run_1/layer_met1.png
Drawn at 3 px/µm.
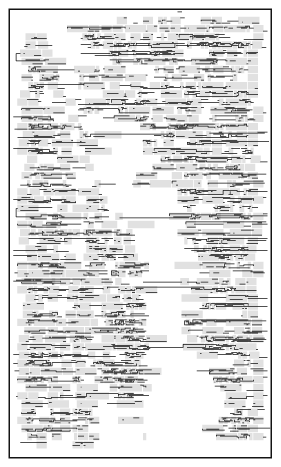
run_1/layer_met2.png
Drawn at 4 px/µm.
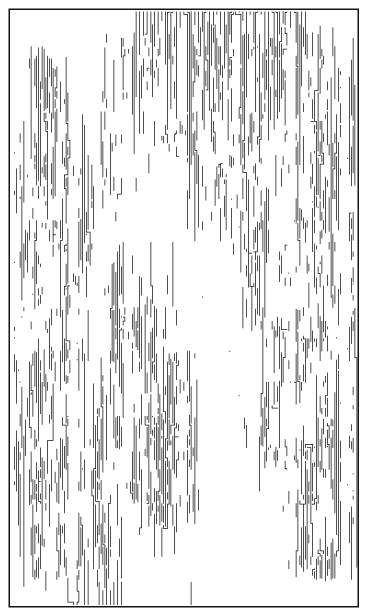
run_1/layer_met3.png
Drawn at 2 px/µm.
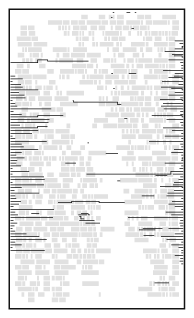
File: config.mk
export PLATFORM = sky130hd
export DESIGN_NAME = panda_data_bus_adapter
export DESIGN_NICKNAME = d
export VERILOG_FILES = /design/src/rtl/panda_pkg.sv /design/src/rtl/panda_data_bus_adapter.sv
export SDC_FILE = /design/constraint.sdc
export NUM_CORES = 1
export LEC_CHECK = 0
export CAP_MARGIN = 20
export CORE_ASPECT_RATIO = 1.75
export CORE_MARGIN = 2
export CORE_UTILIZATION = 37
export CTS_CLUSTER_SIZE = 20
export DETAILED_ROUTE_END_ITERATION = 8
export PLACE_DENSITY = 0.74
export SLEW_MARGIN = 20
export SYNTH_ARGS = -nofsm -noshare
export SYNTH_HDL_FRONTEND = slang
export SYNTH_SLANG_ARGS = --single-unit
File: constraint.sdc
create_clock -name clk_i -period 1.87 [get_ports clk_i]
set_input_delay 0.374 -clock clk_i [delete_from_list [all_inputs] [get_ports clk_i]]
set_output_delay 0.374 -clock clk_i [all_outputs]
set_load 0.02 [all_outputs]
File: src/rtl/panda_pkg.sv
// Shared types and helpers for the panda data-bus adapter.
// Holds the adapter FSM state type and the byte-enable rule for loads versus stores.
package panda_pkg;

  typedef enum logic [1:0] {
    StIdle,
    StReq,
    StWait,
    StDone
  } dbus_state_e;

  localparam logic [3:0] BeAll = 4'b1111;

  // Loads read the whole word; stores use the core's byte enables unchanged.
  function automatic logic [3:0] bus_be_for(input logic [3:0] we);
    return (we == 4'b0000) ? BeAll : we;
  endfunction

endpackage

File: src/rtl/panda_data_bus_adapter.sv
// Bridges the core load/store unit to a req/gnt + rvalid data bus.
// One access in flight; the core is stalled from request until the response completes.
module panda_data_bus_adapter
  import panda_pkg::*;
#(
  parameter int unsigned TIMEOUT_CYCLES = 255
) (
  input  logic        clk_i,
  input  logic        rst_i,

  input  logic        lsu_req_i,
  input  logic [31:0] lsu_addr_i,
  input  logic [31:0] lsu_wdata_i,
  input  logic [3:0]  lsu_we_i,
  output logic [31:0] lsu_rdata_o,
  output logic        lsu_err_o,
  output logic        lsu_stall_o,

  output logic        bus_req_o,
  input  logic        bus_gnt_i,
  output logic [31:0] bus_addr_o,
  output logic [31:0] bus_wdata_o,
  output logic        bus_we_o,
  output logic [3:0]  bus_be_o,
  input  logic        bus_rvalid_i,
  input  logic [31:0] bus_rdata_i,
  input  logic        bus_err_i
);

  localparam int unsigned CntW      = (TIMEOUT_CYCLES == 0) ? 1 : $clog2(TIMEOUT_CYCLES + 1);
  localparam logic [CntW-1:0] CntLimit = CntW'(TIMEOUT_CYCLES);
  localparam bit TimeoutEn          = (TIMEOUT_CYCLES != 0);

  dbus_state_e     state_q, state_d;
  logic [29:0]     addr_q, addr_d;
  logic [31:0]     wdata_q, wdata_d;
  logic [3:0]      we_q, we_d;
  logic [CntW-1:0] cnt_q, cnt_d;
  logic [31:0]     rdata_q, rdata_d;
  logic            err_q, err_d;
  logic [CntW-1:0] cnt_inc;

  assign cnt_inc = cnt_q + 1'b1;

  always_comb begin
    state_d     = state_q;
    addr_d      = addr_q;
    wdata_d     = wdata_q;
    we_d        = we_q;
    cnt_d       = cnt_q;
    rdata_d     = rdata_q;
    err_d       = err_q;
    lsu_stall_o = 1'b0;
    bus_req_o   = 1'b0;

    unique case (state_q)
      StIdle: begin
        if (lsu_req_i) begin
          lsu_stall_o = 1'b1;
          addr_d      = lsu_addr_i[31:2];
          wdata_d     = lsu_wdata_i;
          we_d        = lsu_we_i;
          cnt_d       = '0;
          state_d     = StReq;
        end
      end
      StReq: begin
        lsu_stall_o = 1'b1;
        bus_req_o   = 1'b1;
        // A grant on the final allowed cycle takes priority over the abort.
        if (bus_gnt_i) begin
          state_d = StWait;
        end else if (TimeoutEn && (cnt_inc == CntLimit)) begin
          cnt_d   = cnt_inc;
          rdata_d = '0;
          err_d   = 1'b1;
          state_d = StDone;
        end else if (TimeoutEn) begin
          cnt_d = cnt_inc;
        end
      end
      StWait: begin
        lsu_stall_o = 1'b1;
        if (bus_rvalid_i) begin
          rdata_d = bus_rdata_i;
          err_d   = bus_err_i;
          state_d = StDone;
        end
      end
      StDone: begin
        // Any lsu_req_i seen here still belongs to the access now completing.
        state_d = StIdle;
      end
      default: state_d = StIdle;
    endcase
  end

  always_ff @(posedge clk_i) begin
    if (rst_i) begin
      state_q <= StIdle;
      addr_q  <= '0;
      wdata_q <= '0;
      we_q    <= '0;
      cnt_q   <= '0;
      rdata_q <= '0;
      err_q   <= 1'b0;
    end else begin
      state_q <= state_d;
      addr_q  <= addr_d;
      wdata_q <= wdata_d;
      we_q    <= we_d;
      cnt_q   <= cnt_d;
      rdata_q <= rdata_d;
      err_q   <= err_d;
    end
  end

  assign bus_addr_o  = {addr_q, 2'b00};
  assign bus_wdata_o = wdata_q;
  assign bus_we_o    = |we_q;
  assign bus_be_o    = bus_be_for(we_q);
  assign lsu_rdata_o = rdata_q;
  assign lsu_err_o   = err_q;

endmodule

==> summary.txt, run 1 <==
run metrics: largest net degree at the start of global routing 76, Slowest-stage cell, CP dfxtp_4, Core Util, Final 0.595, CP Data Required Time 2.10 ns, flop-to-flop setup slack 0.06 ns, wire length on met1 4840 µm, #MultiIn Comb 383, Top class by area non-clock buffers, Top area cell types dfxtp_1 49%, nand2_1 14%, a21oi_1 8.4%, mux2i_1 7.4%, nand3_1 3.7%, worst ir drop on vdd 0.520 mV, Slew @ Worst Pin 0.662 ns, main flop type dfxtp_1, Synth area leader dfxtp_1, post-layout power 0.00764 W, I/O Buffers 205, # setup viols final 0, Crit. path cell count 7, Signal buf overhead 0.320, most common cell in the netlist nand2_1, largest power group combinational cells, Slew HR 0.559, min cycle time layout 1.81 ns, Setup TNS 0 ns, RSZ-0062 raised after global routing yes, CP cell instances ha_4 -> nand3_2 -> xor2_2 -> a2111oi_4 -> a21oi_4 -> buf_12 -> mux2i_1, IO Pins 210, CP Class flip-flop to flip-flop, later-pin clock latency in the skew report 0.34 ns, Die Ht 149 µm, GR Util met2 0.359, hold slack final 0.455 ns, tap cells 137, pwr dens 1080 nW/µm², Fillers 1,012, routed len/inst 14.8 µm, drt drc 0, post-DP HPWL 9650 µm, Startpoint Class flip-flop, # clk buffers 9, Syn Area/Cell 8.28 µm², GR peak layer met2, RR Startpoint cnt_q[0]$_SDFFE_PP0P_, worst path buffer plus inverter count 1, Comb group 0.00305 W, dpl ws -0.266 ns, Flops after synth 109, Via density 4.99, initial drt markers 172, top layer reached by signal wires met4, cts bufs inserted 9, status complete, no violations, most instantiated logic cell after routing clkdlybuf4s50_1, gp weighted congestion 0.761, clock root cell clkbuf_16, Switch Pwr 0.00273 W, clock-pin slew on the worst setup and hold paths 0.08 ns, Die Footprint 12,900 µm², sequential share of power 0.364, XOR/XNOR Area Share 0.00197, ANT cells 0, area fraction in mux cells 0.0743, Yosys Instances 537, met3 wire length 1130 µm, logic area 2140 µm², comb area leader simple AND/OR/NAND/NOR gates, R2R depth 7, sequential share of the synthesized area 0.491, FP Core Util 0.375, worst hold path startpoint addr_q[12]$_SDFFE_PP0P_, CP max stage delay 0.40 ns, Yosys chip area 4450 µm², Nets 855, Flops 109, Core ar. 11,900 µm², hold buffers post-CTS 0, delay-heaviest family, CP AND-OR/OR-AND gates, placed insts 866, worst hold path endpoint addr_q[12]$_SDFFE_PP0P_, Comb area share 0.302, CTS tree built, Setup Buffers After CTS 0, Setup crit end lsu_rdata_o[24]$_SDFFE_PP0P_, top area contributor share 0.491, Fmax achieved 553 MHz, area grow syn2layout 58.9%, adder share 0.0197, first-pass GRT wire length 20,300 µm, and-or/or-and share of the synthesized area 0.125, Buffers, non-clock 232, Total GRT Usage 0.194, combinational share of power 0.399, Clock-cell share 0.0402, Power Internal 0.00491 W, # clock sinks 109, share of cells above drive strength 1 0.112, Fin. Hold Viols 0
-- layer_met1.png (at the start) --
wire length on this layer: 4,840 µm
share of all routed wire: 37%
final wirelength: 13,100 µm
met1 global-route usage: 0.205

-- layer_met2.png (at the start) --
wire length on this layer: 6,900 µm
share of all routed wire: 53%

-- layer_met3.png (at the start) --
longest straight run: 42.1 µm
wire length on this layer: 1,130 µm
nets with wire on the layer: 167
main direction: horizontal
share of all routed wire: 8.6%
met3 global-route usage: 0.0614
vias: 4,411

run_1/layer_met4.png
Drawn at 2 px/µm.
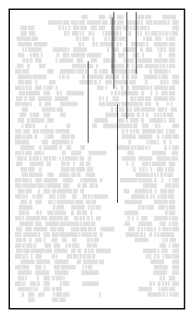

## Run 2: what changed since run 1
Settings changed: PLACE_DENSITY 0.74 to not set, PLACE_DENSITY_LB_ADDON set to 0.1, SLEW_MARGIN 20 to not set.
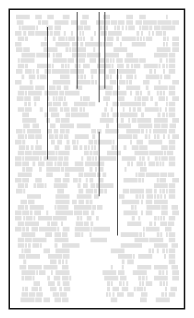
run_2/layer_met4.png
Drawn at 2 px/µm.
nets with wire on the layer: 6
wire length on this layer: 302 µm
share of all routed wire: 2.4%
main direction: vertical
longest straight run: 83.0 µm

==> run 2 against run 1 <==
Count of clock-buffer cells in the layout up 1. Die area unchanged. Sequential cell count unchanged. Total power up 3.3%. Global-route usage down 0.43 points. Utilization up 1.0 points. Clock skew down 0.0012 ns. Register-to-register slack worse by 0.03 ns. Sequential share of layout area down 0.50 points. Worst hold slack worse by 0.015 ns. Synthesized cell count unchanged.
==> summary.txt, run 2 <==
run metrics: Setup TNS 0 ns (unchanged), post-layout power 0.00789 W (+3.3%), final wirelength 12,600 µm (-3.6%), Flops after synth 109 (unchanged), adder share 0.0197 (unchanged), min cycle time layout 1.84 ns (+0.0262 ns), CP Data Required Time 2.11 ns (about the same), worst hold path startpoint rst_i, met3 wire length 875 µm (-22%), Switch Pwr 0.00267 W (-2.1%), ANT cells 0 (unchanged), met3 global-route usage 0.0504 (-0.0111), drt drc 0 (unchanged), Crit. path cell count 7 (unchanged), Yosys chip area 4450 µm² (unchanged), Syn Area/Cell 8.28 µm² (unchanged), Buffers, non-clock 238 (+2.6%), logic area 2120 µm² (-0.59%), combinational share of power 0.380 (-0.019), Top area cell types dfxtp_1 49%, nand2_1 14%, a21oi_1 8.4%, mux2i_1 7.4%, nand3_1 3.7%, worst path buffer plus inverter count 1 (unchanged), Nets 861 (+0.70%), Setup crit end lsu_rdata_o[22]$_SDFFE_PP0P_, Flops 109 (unchanged), sw frac 0.339, most common cell in the netlist nand2_1, CP Capture Type flip-flop, CP cell instances ha_4 -> nand3_4 -> xor2_4 -> a2111oi_4 -> a21oi_4 -> buf_12 -> mux2i_2, Power Internal 0.00522 W (+6.4%), CP max stage delay 0.39 ns (about the same), R2R depth 7 (unchanged), routed len/inst 14.2 µm (-4.2%), share of cells above drive strength 1 0.113 (+0.000432), htree depth 3, Core Util, Final 0.606 (+0.0104), largest power group combinational cells, largest net degree at the start of global routing 68 (-11%), Fillers 1,063 (+5.0%), sequential share of power 0.350 (-0.014), Total GRT Usage 0.190 (-0.00434), # clock sinks 109 (unchanged), status complete, no violations, post-DP HPWL 9150 µm (-5.2%), main flop type dfxtp_1, top area contributor share 0.491 (unchanged), FP Core Util 0.375 (unchanged), Clock-cell share 0.0475 (+0.00731), Synth area leader dfxtp_1, later-pin clock latency in the skew report 0.34 ns (about the same), Yosys Instances 537 (unchanged), #MultiIn Comb 383 (unchanged), worst hold path endpoint bus_wdata_o[7]$_SDFFE_PP0P_, Via density 4.89 (-2.0%), Slew @ Worst Pin 0.638 ns (-0.0237 ns), met1 global-route usage 0.206 (+0.00134), RR Startpoint cnt_q[0]$_SDFFE_PP0P_, comb area leader simple AND/OR/NAND/NOR gates, Signal buf overhead 0.325 (+0.00511), Core ar. 11,900 µm² (unchanged), sequential share of the synthesized area 0.491 (unchanged), tap cells 137 (unchanged), clock-pin slew on the worst setup and hold paths 0.08 ns (about the same), first-pass GRT wire length 19,700 µm (-2.8%), delay-heaviest family, CP AND-OR/OR-AND gates, flop-to-flop setup slack 0.03 ns (-0.03 ns), Setup Buffers After CTS 1 (+1), cts bufs inserted 9 (unchanged), hold slack final 0.440 ns (-0.0149 ns), area fraction in mux cells 0.0743 (unchanged), area grow syn2layout 61.7%, top layer reached by signal wires met4, IO Pins 210 (unchanged), Top class by area non-clock buffers, Slew HR 0.574 (+0.0158), Comb group 0.00300 W (-2%), Comb area share 0.295 (-0.00694), Die Footprint 12,900 µm² (unchanged), I/O Buffers 205 (unchanged), and-or/or-and share of the synthesized area 0.125 (unchanged), CP Class flip-flop to flip-flop, Fin. Hold Viols 0 (unchanged), Die Ht 149 µm (unchanged), RSZ-0062 raised after global routing yes, clock root cell clkbuf_16, GR peak layer met2, # setup viols final 0 (unchanged), clock power share 0.270, gp weighted congestion 0.740 (-2.7%), initial drt markers 151 (-12%), most instantiated logic cell after routing clkdlybuf4s50_1, Startpoint Class flip-flop, Fmax achieved 545 MHz (-1.4%)
Power figures rest on the tool's default switching activity, not on a simulated workload.
